### src/rtl/iic_multi_cfg_ctl_if.sv
// Command/response bundle between the init sequencer and an iic_dri-style I2C driver,
// plus the channel select that steers the external SCL/SDA mux.
interface iic_multi_cfg_ctl_if #(
    parameter int CH_NUM = 2,
    parameter int ADDR_W = 16,
    parameter int DATA_W = 8
);
    localparam int CH_W = (CH_NUM > 1) ? $clog2(CH_NUM) : 1;

    logic              iic_trig;
    logic              w_r;
    logic [7:0]        device_id;
    logic [ADDR_W-1:0] addr;
    logic [DATA_W-1:0] data_in;
    logic              busy;
    logic [DATA_W-1:0] data_out;
    logic [CH_W-1:0]   bus_sel;

    modport master (
        output iic_trig, w_r, device_id, addr, data_in, bus_sel,
        input  busy, data_out
    );

    modport slave (
        input  iic_trig, w_r, device_id, addr, data_in, bus_sel,
        output busy, data_out
    );
endinterface

### src/rtl/iic_multi_cfg_ctl.sv
// N-channel I2C register-init sequencer: walks one table per channel through a shared
// driver, with readback verify/retry, coded delay entries, busy timeout and done/error flags.
module iic_multi_cfg_ctl #(
    parameter int CH_NUM      = 2,
    parameter int ADDR_W      = 16,
    parameter int DATA_W      = 8,
    parameter int TBL_AW      = 8,
    parameter int PWRUP_CYC   = 10000,
    parameter int VERIFY      = 1,
    parameter int MAX_RETRY   = 3,
    parameter int TIMEOUT_CYC = 65535,
    parameter int AUTO_START  = 1,
    localparam int CH_W       = (CH_NUM > 1) ? $clog2(CH_NUM) : 1
) (
    input  logic                         clk,
    input  logic                         rst,
    input  logic                         i_start,
    input  logic [CH_NUM*TBL_AW-1:0]     i_tbl_len,
    output logic [CH_W-1:0]              o_tbl_ch,
    output logic [TBL_AW-1:0]            o_tbl_idx,
    input  logic [8+ADDR_W+DATA_W-1:0]   i_tbl_entry,
    output logic                         o_active,
    output logic [CH_NUM-1:0]            o_init_over,
    output logic [CH_NUM-1:0]            o_cfg_err,
    iic_multi_cfg_ctl_if.master          bus
);
    localparam int          RTRY_W     = (MAX_RETRY > 0) ? $clog2(MAX_RETRY + 1) : 1;
    localparam logic [31:0] LP_PWRUP   = 32'(PWRUP_CYC);
    localparam logic [31:0] LP_TIMEOUT = 32'(TIMEOUT_CYC);
    localparam logic [CH_W-1:0]   LP_LAST_CH = CH_W'(CH_NUM - 1);
    localparam logic [RTRY_W-1:0] LP_RETRY   = RTRY_W'(MAX_RETRY);

    typedef enum logic [3:0] {
        ST_IDLE, ST_PWRUP, ST_FETCH, ST_FETCH_W, ST_WR_REQ, ST_WR_WAIT,
        ST_RD_REQ, ST_RD_WAIT, ST_CHECK, ST_DLY, ST_NEXT_CH, ST_DONE
    } state_t;

    state_t              r_state, w_state_next;
    logic [CH_W-1:0]     r_ch, w_ch_next;
    logic [TBL_AW-1:0]   r_idx, w_idx_next;
    logic [31:0]         r_cnt, w_cnt_next;
    logic [RTRY_W-1:0]   r_retry, w_retry_next;
    logic [7:0]          r_dev, w_dev_next;
    logic [ADDR_W-1:0]   r_addr, w_addr_next;
    logic [DATA_W-1:0]   r_wdata, w_wdata_next;
    logic [DATA_W-1:0]   r_rdata, w_rdata_next;
    logic                r_trig, w_trig_next;
    logic                r_wr, w_wr_next;
    logic                r_seen, w_seen_next;
    logic                r_active, w_active_next;
    logic [CH_NUM-1:0]   r_init, w_init_next;
    logic [CH_NUM-1:0]   r_err, w_err_next;
    logic                r_auto, w_auto_next;

    logic [TBL_AW-1:0]   w_len [CH_NUM];
    logic [TBL_AW-1:0]   w_idx_inc;
    logic [7:0]          w_ent_dev;
    logic [ADDR_W-1:0]   w_ent_addr;
    logic [DATA_W-1:0]   w_ent_data;
    logic [31:0]         w_dly_lim;

    genvar gi;
    generate
        for (gi = 0; gi < CH_NUM; gi++) begin : g_len
            assign w_len[gi] = i_tbl_len[gi*TBL_AW +: TBL_AW];
        end
    endgenerate

    assign w_idx_inc  = r_idx + TBL_AW'(1);
    assign w_ent_dev  = i_tbl_entry[8+ADDR_W+DATA_W-1 -: 8];
    assign w_ent_addr = i_tbl_entry[ADDR_W+DATA_W-1 -: ADDR_W];
    assign w_ent_data = i_tbl_entry[DATA_W-1:0];
    // Delay entries hold a count of 1024-cycle units in the data field.
    assign w_dly_lim  = 32'({r_wdata, 10'b0});

    always_comb begin
        w_state_next = r_state;
        w_ch_next    = r_ch;
        w_idx_next   = r_idx;
        w_cnt_next   = r_cnt;
        w_retry_next = r_retry;
        w_dev_next   = r_dev;
        w_addr_next  = r_addr;
        w_wdata_next = r_wdata;
        w_rdata_next = r_rdata;
        w_trig_next  = 1'b0;
        w_wr_next    = r_wr;
        w_seen_next  = r_seen;
        w_active_next = r_active;
        w_init_next  = r_init;
        w_err_next   = r_err;
        w_auto_next  = r_auto;

        case (r_state)
            ST_IDLE, ST_DONE: begin
                w_active_next = 1'b0;
                if (i_start || (r_state == ST_IDLE && r_auto)) begin
                    w_state_next  = ST_PWRUP;
                    w_ch_next     = '0;
                    w_idx_next    = '0;
                    w_cnt_next    = '0;
                    w_retry_next  = '0;
                    w_init_next   = '0;
                    w_err_next    = '0;
                    w_active_next = 1'b1;
                    w_auto_next   = 1'b0;
                end
            end
            ST_PWRUP: begin
                if (r_cnt + 32'd1 >= LP_PWRUP) begin
                    w_state_next = ST_FETCH;
                    w_cnt_next   = '0;
                end else begin
                    w_cnt_next = r_cnt + 32'd1;
                end
            end
            ST_FETCH: begin
                if (r_idx == w_len[r_ch]) begin
                    w_init_next[r_ch] = 1'b1;
                    w_state_next      = ST_NEXT_CH;
                end else begin
                    w_state_next = ST_FETCH_W;
                end
            end
            ST_FETCH_W: begin
                w_dev_next   = w_ent_dev;
                w_addr_next  = w_ent_addr;
                w_wdata_next = w_ent_data;
                w_retry_next = '0;
                w_cnt_next   = '0;
                w_state_next = (w_ent_dev == 8'hFF) ? ST_DLY : ST_WR_REQ;
            end
            ST_DLY: begin
                if (r_cnt >= w_dly_lim) begin
                    w_idx_next   = w_idx_inc;
                    w_state_next = ST_FETCH;
                end else begin
                    w_cnt_next = r_cnt + 32'd1;
                end
            end
            ST_WR_REQ, ST_RD_REQ: begin
                if (!bus.busy) begin
                    w_trig_next  = 1'b1;
                    w_wr_next    = (r_state == ST_WR_REQ);
                    w_cnt_next   = '0;
                    w_seen_next  = 1'b0;
                    w_state_next = (r_state == ST_WR_REQ) ? ST_WR_WAIT : ST_RD_WAIT;
                end
            end
            ST_WR_WAIT, ST_RD_WAIT: begin
                if (bus.busy) begin
                    w_seen_next = 1'b1;
                end
                // Transaction ends on the falling edge of busy after it was seen high.
                if (r_seen && !bus.busy) begin
                    if (r_state == ST_RD_WAIT) begin
                        w_rdata_next = bus.data_out;
                        w_state_next = ST_CHECK;
                    end else if (VERIFY != 0) begin
                        w_state_next = ST_RD_REQ;
                    end else begin
                        w_idx_next   = w_idx_inc;
                        w_state_next = ST_FETCH;
                    end
                end else if (r_cnt + 32'd1 >= LP_TIMEOUT) begin
                    w_err_next[r_ch] = 1'b1;
                    w_idx_next       = w_idx_inc;
                    w_state_next     = ST_FETCH;
                end else begin
                    w_cnt_next = r_cnt + 32'd1;
                end
            end
            ST_CHECK: begin
                if (r_rdata == r_wdata) begin
                    w_retry_next = '0;
                    w_idx_next   = w_idx_inc;
                    w_state_next = ST_FETCH;
                end else if (r_retry < LP_RETRY) begin
                    w_retry_next = r_retry + RTRY_W'(1);
                    w_state_next = ST_WR_REQ;
                end else begin
                    w_err_next[r_ch] = 1'b1;
                    w_retry_next     = '0;
                    w_idx_next       = w_idx_inc;
                    w_state_next     = ST_FETCH;
                end
            end
            ST_NEXT_CH: begin
                // The bus mux only moves while the driver is idle.
                if (!bus.busy) begin
                    if (r_ch == LP_LAST_CH) begin
                        w_state_next  = ST_DONE;
                        w_active_next = 1'b0;
                    end else begin
                        w_ch_next    = r_ch + CH_W'(1);
                        w_idx_next   = '0;
                        w_state_next = ST_FETCH;
                    end
                end
            end
            default: w_state_next = ST_IDLE;
        endcase
    end

    always_ff @(posedge clk or posedge rst) begin
        if (rst) begin
            r_state  <= ST_IDLE;
            r_ch     <= '0;
            r_idx    <= '0;
            r_cnt    <= '0;
            r_retry  <= '0;
            r_dev    <= '0;
            r_addr   <= '0;
            r_wdata  <= '0;
            r_rdata  <= '0;
            r_trig   <= 1'b0;
            r_wr     <= 1'b0;
            r_seen   <= 1'b0;
            r_active <= 1'b0;
            r_init   <= '0;
            r_err    <= '0;
            r_auto   <= (AUTO_START != 0);
        end else begin
            r_state  <= w_state_next;
            r_ch     <= w_ch_next;
            r_idx    <= w_idx_next;
            r_cnt    <= w_cnt_next;
            r_retry  <= w_retry_next;
            r_dev    <= w_dev_next;
            r_addr   <= w_addr_next;
            r_wdata  <= w_wdata_next;
            r_rdata  <= w_rdata_next;
            r_trig   <= w_trig_next;
            r_wr     <= w_wr_next;
            r_seen   <= w_seen_next;
            r_active <= w_active_next;
            r_init   <= w_init_next;
            r_err    <= w_err_next;
            r_auto   <= w_auto_next;
        end
    end

    assign o_tbl_ch      = r_ch;
    assign o_tbl_idx     = r_idx;
    assign o_active      = r_active;
    assign o_init_over   = r_init;
    assign o_cfg_err     = r_err;
    assign bus.iic_trig  = r_trig;
    assign bus.w_r       = r_wr;
    assign bus.device_id = r_dev;
    assign bus.addr      = r_addr;
    assign bus.data_in   = r_wdata;
    assign bus.bus_sel   = r_ch;
endmodule

### src/flat_wrapper.sv
// flat-port wrapper written by rule: the top's interface ports become plain ports
module iic_multi_cfg_ctl_flat 
#(
    parameter int CH_NUM      = 2,
    parameter int ADDR_W      = 16,
    parameter int DATA_W      = 8,
    parameter int TBL_AW      = 8,
    parameter int PWRUP_CYC   = 10000,
    parameter int VERIFY      = 1,
    parameter int MAX_RETRY   = 3,
    parameter int TIMEOUT_CYC = 65535,
    parameter int AUTO_START  = 1,
    localparam int CH_W       = (CH_NUM > 1) ? $clog2(CH_NUM) : 1
)
  (clk, rst, i_start, i_tbl_len, o_tbl_ch, o_tbl_idx, i_tbl_entry, o_active, o_init_over, o_cfg_err, bus_iic_trig, bus_w_r, bus_device_id, bus_addr, bus_data_in, bus_bus_sel, bus_busy, bus_data_out);
  iic_multi_cfg_ctl_if #(.CH_NUM(CH_NUM), .ADDR_W(ADDR_W), .DATA_W(DATA_W)) bus_i ();
  input  logic clk;
  input  logic rst;
  input  logic i_start;
  input  logic [CH_NUM*TBL_AW-1:0] i_tbl_len;
  output logic [CH_W-1:0] o_tbl_ch;
  output logic [TBL_AW-1:0] o_tbl_idx;
  input  logic [8+ADDR_W+DATA_W-1:0] i_tbl_entry;
  output logic o_active;
  output logic [CH_NUM-1:0] o_init_over;
  output logic [CH_NUM-1:0] o_cfg_err;
  output wire logic [$bits(bus_i.iic_trig)-1:0] bus_iic_trig;
  output wire logic [$bits(bus_i.w_r)-1:0] bus_w_r;
  output wire logic [$bits(bus_i.device_id)-1:0] bus_device_id;
  output wire logic [$bits(bus_i.addr)-1:0] bus_addr;
  output wire logic [$bits(bus_i.data_in)-1:0] bus_data_in;
  output wire logic [$bits(bus_i.bus_sel)-1:0] bus_bus_sel;
  input wire logic [$bits(bus_i.busy)-1:0] bus_busy;
  input wire logic [$bits(bus_i.data_out)-1:0] bus_data_out;
  assign bus_iic_trig = bus_i.iic_trig;
  assign bus_w_r = bus_i.w_r;
  assign bus_device_id = bus_i.device_id;
  assign bus_addr = bus_i.addr;
  assign bus_data_in = bus_i.data_in;
  assign bus_bus_sel = bus_i.bus_sel;
  assign bus_i.busy = bus_busy;
  assign bus_i.data_out = bus_data_out;
  iic_multi_cfg_ctl #(.CH_NUM(CH_NUM), .ADDR_W(ADDR_W), .DATA_W(DATA_W), .TBL_AW(TBL_AW), .PWRUP_CYC(PWRUP_CYC), .VERIFY(VERIFY), .MAX_RETRY(MAX_RETRY), .TIMEOUT_CYC(TIMEOUT_CYC), .AUTO_START(AUTO_START)) u_core (.clk(clk), .rst(rst), .i_start(i_start), .i_tbl_len(i_tbl_len), .o_tbl_ch(o_tbl_ch), .o_tbl_idx(o_tbl_idx), .i_tbl_entry(i_tbl_entry), .o_active(o_active), .o_init_over(o_init_over), .o_cfg_err(o_cfg_err), .bus(bus_i));
endmodule
### config.mk
export PLATFORM = sky130hd
export DESIGN_NAME = iic_multi_cfg_ctl_flat
export DESIGN_NICKNAME = d
export VERILOG_FILES = /design/src/rtl/iic_multi_cfg_ctl_if.sv /design/src/rtl/iic_multi_cfg_ctl.sv /design/src/flat_wrapper.sv
export SDC_FILE = /design/constraint.sdc
export NUM_CORES = 1
export LEC_CHECK = 0
export CORE_MARGIN = 2
export CORE_UTILIZATION = 57
export CTS_BUF_LIST = sky130_fd_sc_hd__clkbuf_16
export CTS_CLUSTER_DIAMETER = 40
export DETAILED_ROUTE_END_ITERATION = 10
export PLACE_DENSITY = 0.85
export SYNTH_ARGS = -nofsm -noshare
export SYNTH_HDL_FRONTEND = slang
export SYNTH_SLANG_ARGS = --single-unit
### constraint.sdc
create_clock -name clk -period 8.8 [get_ports clk]
set_input_delay 1.32 -clock clk [delete_from_list [all_inputs] [get_ports clk]]
set_output_delay 1.32 -clock clk [all_outputs]
set_load 0.005 [all_outputs]
==> impl_metrics.json <==
{
  "status": "finished, final reports clean",
  "r2r-end": "u_core.r_cnt[2]",
  "worstPathRequired_ns": 9.09,
  "cap_violations": 0,
  "fp_nets": 682,
  "crit_path_cell_trace": "ha_1 -> nand3_2 -> or4_1 -> o41ai_2 -> o311ai_1 -> a2111o_1 -> nor3_4 -> a22oi_2 -> buf_4 -> nor2_1 -> a221o_1",
  "num_antenna_cells": 0,
  "hold_path_depth": 1,
  "cts_tree": "built",
  "fmax_mhz": 243.9,
  "rows": 36,
  "area_leaders": "dfrtp_1 (41%), mux2_2 (7.2%), o21ai_0 (3.3%)",
  "postSynthAreaPerCell_sq_um": 9.514,
  "cp-start-kind": "flop",
  "worst-path-buf-inv": 1,
  "max_stage_delay_ns": 0.61,
  "min_period_ns": 4.100,
  "dp_cells": 810,
  "warnings": 28,
  "yosys_warnings": 0,
  "wl_met2_microns": 7407,
  "drt_first_pass_iters": 5,
  "top_layer": "met4",
  "r2r_setup_slack_ns": 4.70,
  "gp_congestion": 0.9161,
  "ff2ff_path_depth": 11,
  "post-route-period-util": 0.4659,
  "ff_type": "dfrtp_1",
  "power.density_mw_per_mm2": 271.8,
  "viasPerCell": 6.235,
  "slowest_stage": "or4_1",
  "cp.arrival_ns": 4.39,
  "clock_latency_ns": 0.35,
  "grt-busiest-layer": "met2",
  "cts_buffers": 9,
  "crit_start": "u_core.r_cnt[1]",
  "setup_tns_ns": 0,
  "ys_cells": 609,
  "fillers": 718,
  "ioPinCount": 109,
  "critical_path_class": "flop to flop",
  "drcViolationCount": 0,
  "critPathTopFamily": "simple AND/OR/NAND/NOR gates",
  "cts-root-buf": "clkbuf_16",
  "worstHoldPathType": "flop to flop",
  "ys_chip_area_sq_mm": 0.005794,
  "syn_to_final_growth_pct": 23.34,
  "wire_per_inst_microns": 18.05,
  "htreeDepth": 3,
  "top_area_frac": 0.4103,
  "use_met2": 0.4703,
  "post_cts_resize_count": 0
}
[synthesized netlist by cell type (all sizes together) (3+ instances only)]
cell type  number
nor3b           3
a21boi          4
a2bb2oi        10
mux2i          13
or3             3
dfrtp          95
a221o           3
clkbuf         27
ha             13
nor2b           4
inv            18
xnor2          21
o41ai           6
a22o            3
nand4          22
buf            17
o31ai           7
a31oi           3
nand2b          6
or4             6
mux2           37
a21oi          17
nor2           35
nor4           14
nor3           24
and2           18
o2bb2ai         4
a211oi          7
nand2          50
o21ai          39
and3            4
o21a            5
and4            3
o221ai          3
nand3          35
[cells in the final DEF, fill, tap and decap left out, drive strengths merged, types with 3 or more instances in the layout]
| cell | instances |
|---|---|
| nor2b | 4 |
| a21boi | 4 |
| a211oi | 7 |
| nand2b | 6 |
| mux2 | 37 |
| o31ai | 7 |
| and3 | 4 |
| inv | 21 |
| nand3 | 35 |
| a31oi | 3 |
| o21a | 5 |
| nand4 | 22 |
| nand2 | 50 |
| ha | 13 |
| or3 | 3 |
| nor3b | 3 |
| o41ai | 6 |
| a21oi | 17 |
| mux2i | 13 |
| xnor2 | 21 |
| a2bb2oi | 10 |
| o2bb2ai | 4 |
| clkbuf | 9 |
| nor4 | 14 |
| a22o | 3 |
| or4 | 6 |
| o21ai | 39 |
| o221ai | 3 |
| and4 | 3 |
| buf | 4 |
| nor3 | 24 |
| nor2 | 35 |
| and2 | 18 |
| a221o | 3 |
| dfrtp | 95 |
| clkdlybuf4s50 | 108 |
[stage by stage]
stage,util,cell area [sq um]
after detailed placement,0.6999,6873
after floorplan,-,5794
final,0.7278,7147
after global placement,0.6999,6873
after global routing,0.7278,7147
after CTS,0.7278,7147
[registers in the layout, summed over array words and instances (netlist names), 2 cells and up]
name,flops
u_core.r_retry,2
u_core.r_rdata,8
u_core.r_cnt,32
u_core.bus.device_id,8
u_core.bus.data_in,8
u_core.o_cfg_err,2
u_core.o_init_over,2
u_core.o_tbl_idx,8
u_core.bus.addr,16
u_core.r_state,4
[power by group]
part,internal [W],switching (W),leakage [nW]
clock,0.000192,0.000173,0.135
sequential,0.000569,0.000138,1.23
combinational,0.000458,0.000412,1.43
total,0.00122,0.000723,2.79
[cell families after synthesis]
logic type,synth area share
compound gates,0.1522
xor+xnor,0.03477
fa+ha+maj,0.02807
buf+inv,0.04707
flops,0.4148
mux,0.09436
simple gates,0.2287
[cell type report]
| cell class | instances | area, sq um | area share |
|---|---|---|---|
| timing repair buffer | 112 | 1111 | 0.1555 |
| clock buffer | 9 | 225.2 | 0.03151 |
| tap | 133 | 166.4 | 0.02328 |
| multi-input combinational | 451 | 3123 | 0.4370 |
| sequential | 96 | 2404 | 0.3363 |
| clock inverter | 7 | 48.80 | 0.006828 |
| inverter | 18 | 68.82 | 0.009629 |
[worst reg2reg max path: stages (launching register included)]
cell,delay [ns]
dfrtp_1,0.54
ha_1,0.41
nand3_2,0.24
or4_1,0.61
o41ai_2,0.34
o311ai_1,0.16
a2111o_1,0.45
nor3_4,0.24
a22oi_2,0.09
buf_4,0.25
nor2_1,0.47
a221o_1,0.23
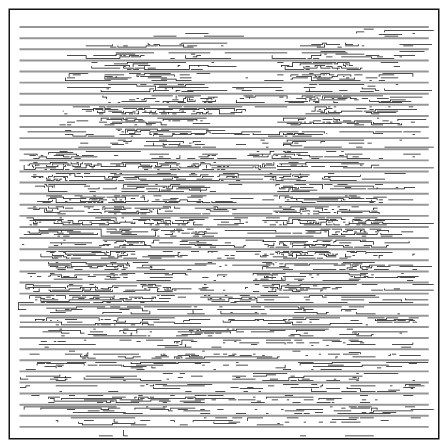
m1.png
Supply wires on this layer in grey.
main direction: horizontal
longest straight run: 22.5 microns
final WL: 14,910 microns
Vias: 5,150

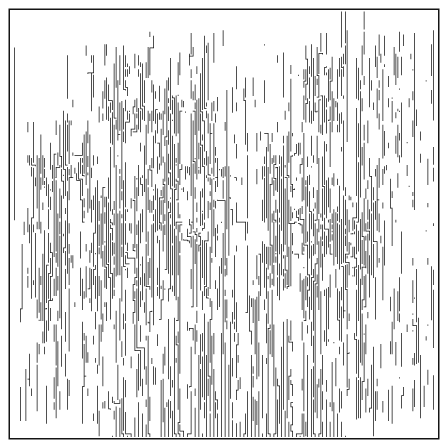
m2.png
main direction: vertical
wire length on this layer: 7,410 microns
longest straight run: 43.2 microns

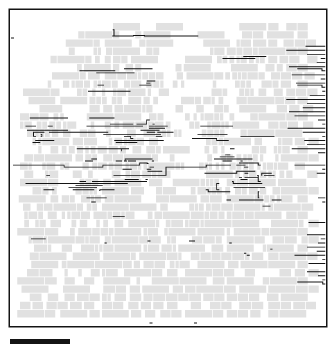
m3.png
The bar under the picture is 20 microns long.
share of all routed wire: 6.3%
wire length on this layer: 945 microns
main direction: horizontal
longest straight run: 33.6 microns
nets with wire on the layer: 118
grt met3 use: 0.04554

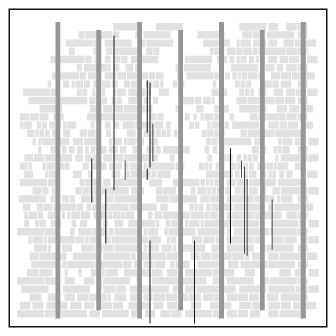
m4.png
Supply wires on this layer in grey.
main direction: vertical
wire length on this layer: 311 microns
share of all routed wire: 2.1%
nets with wire on the layer: 13

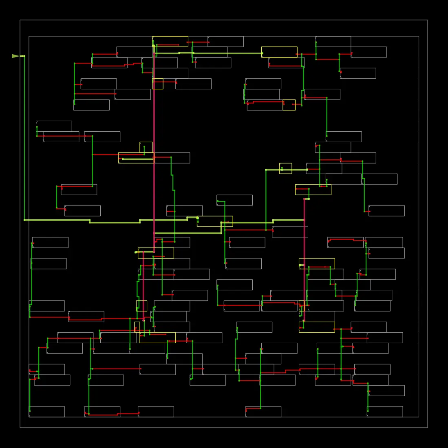
clock_nets.png
layout sequential cell count: 96
clk sinks: 96

Power figures rest on the tool's default switching activity, not on a simulated workload.
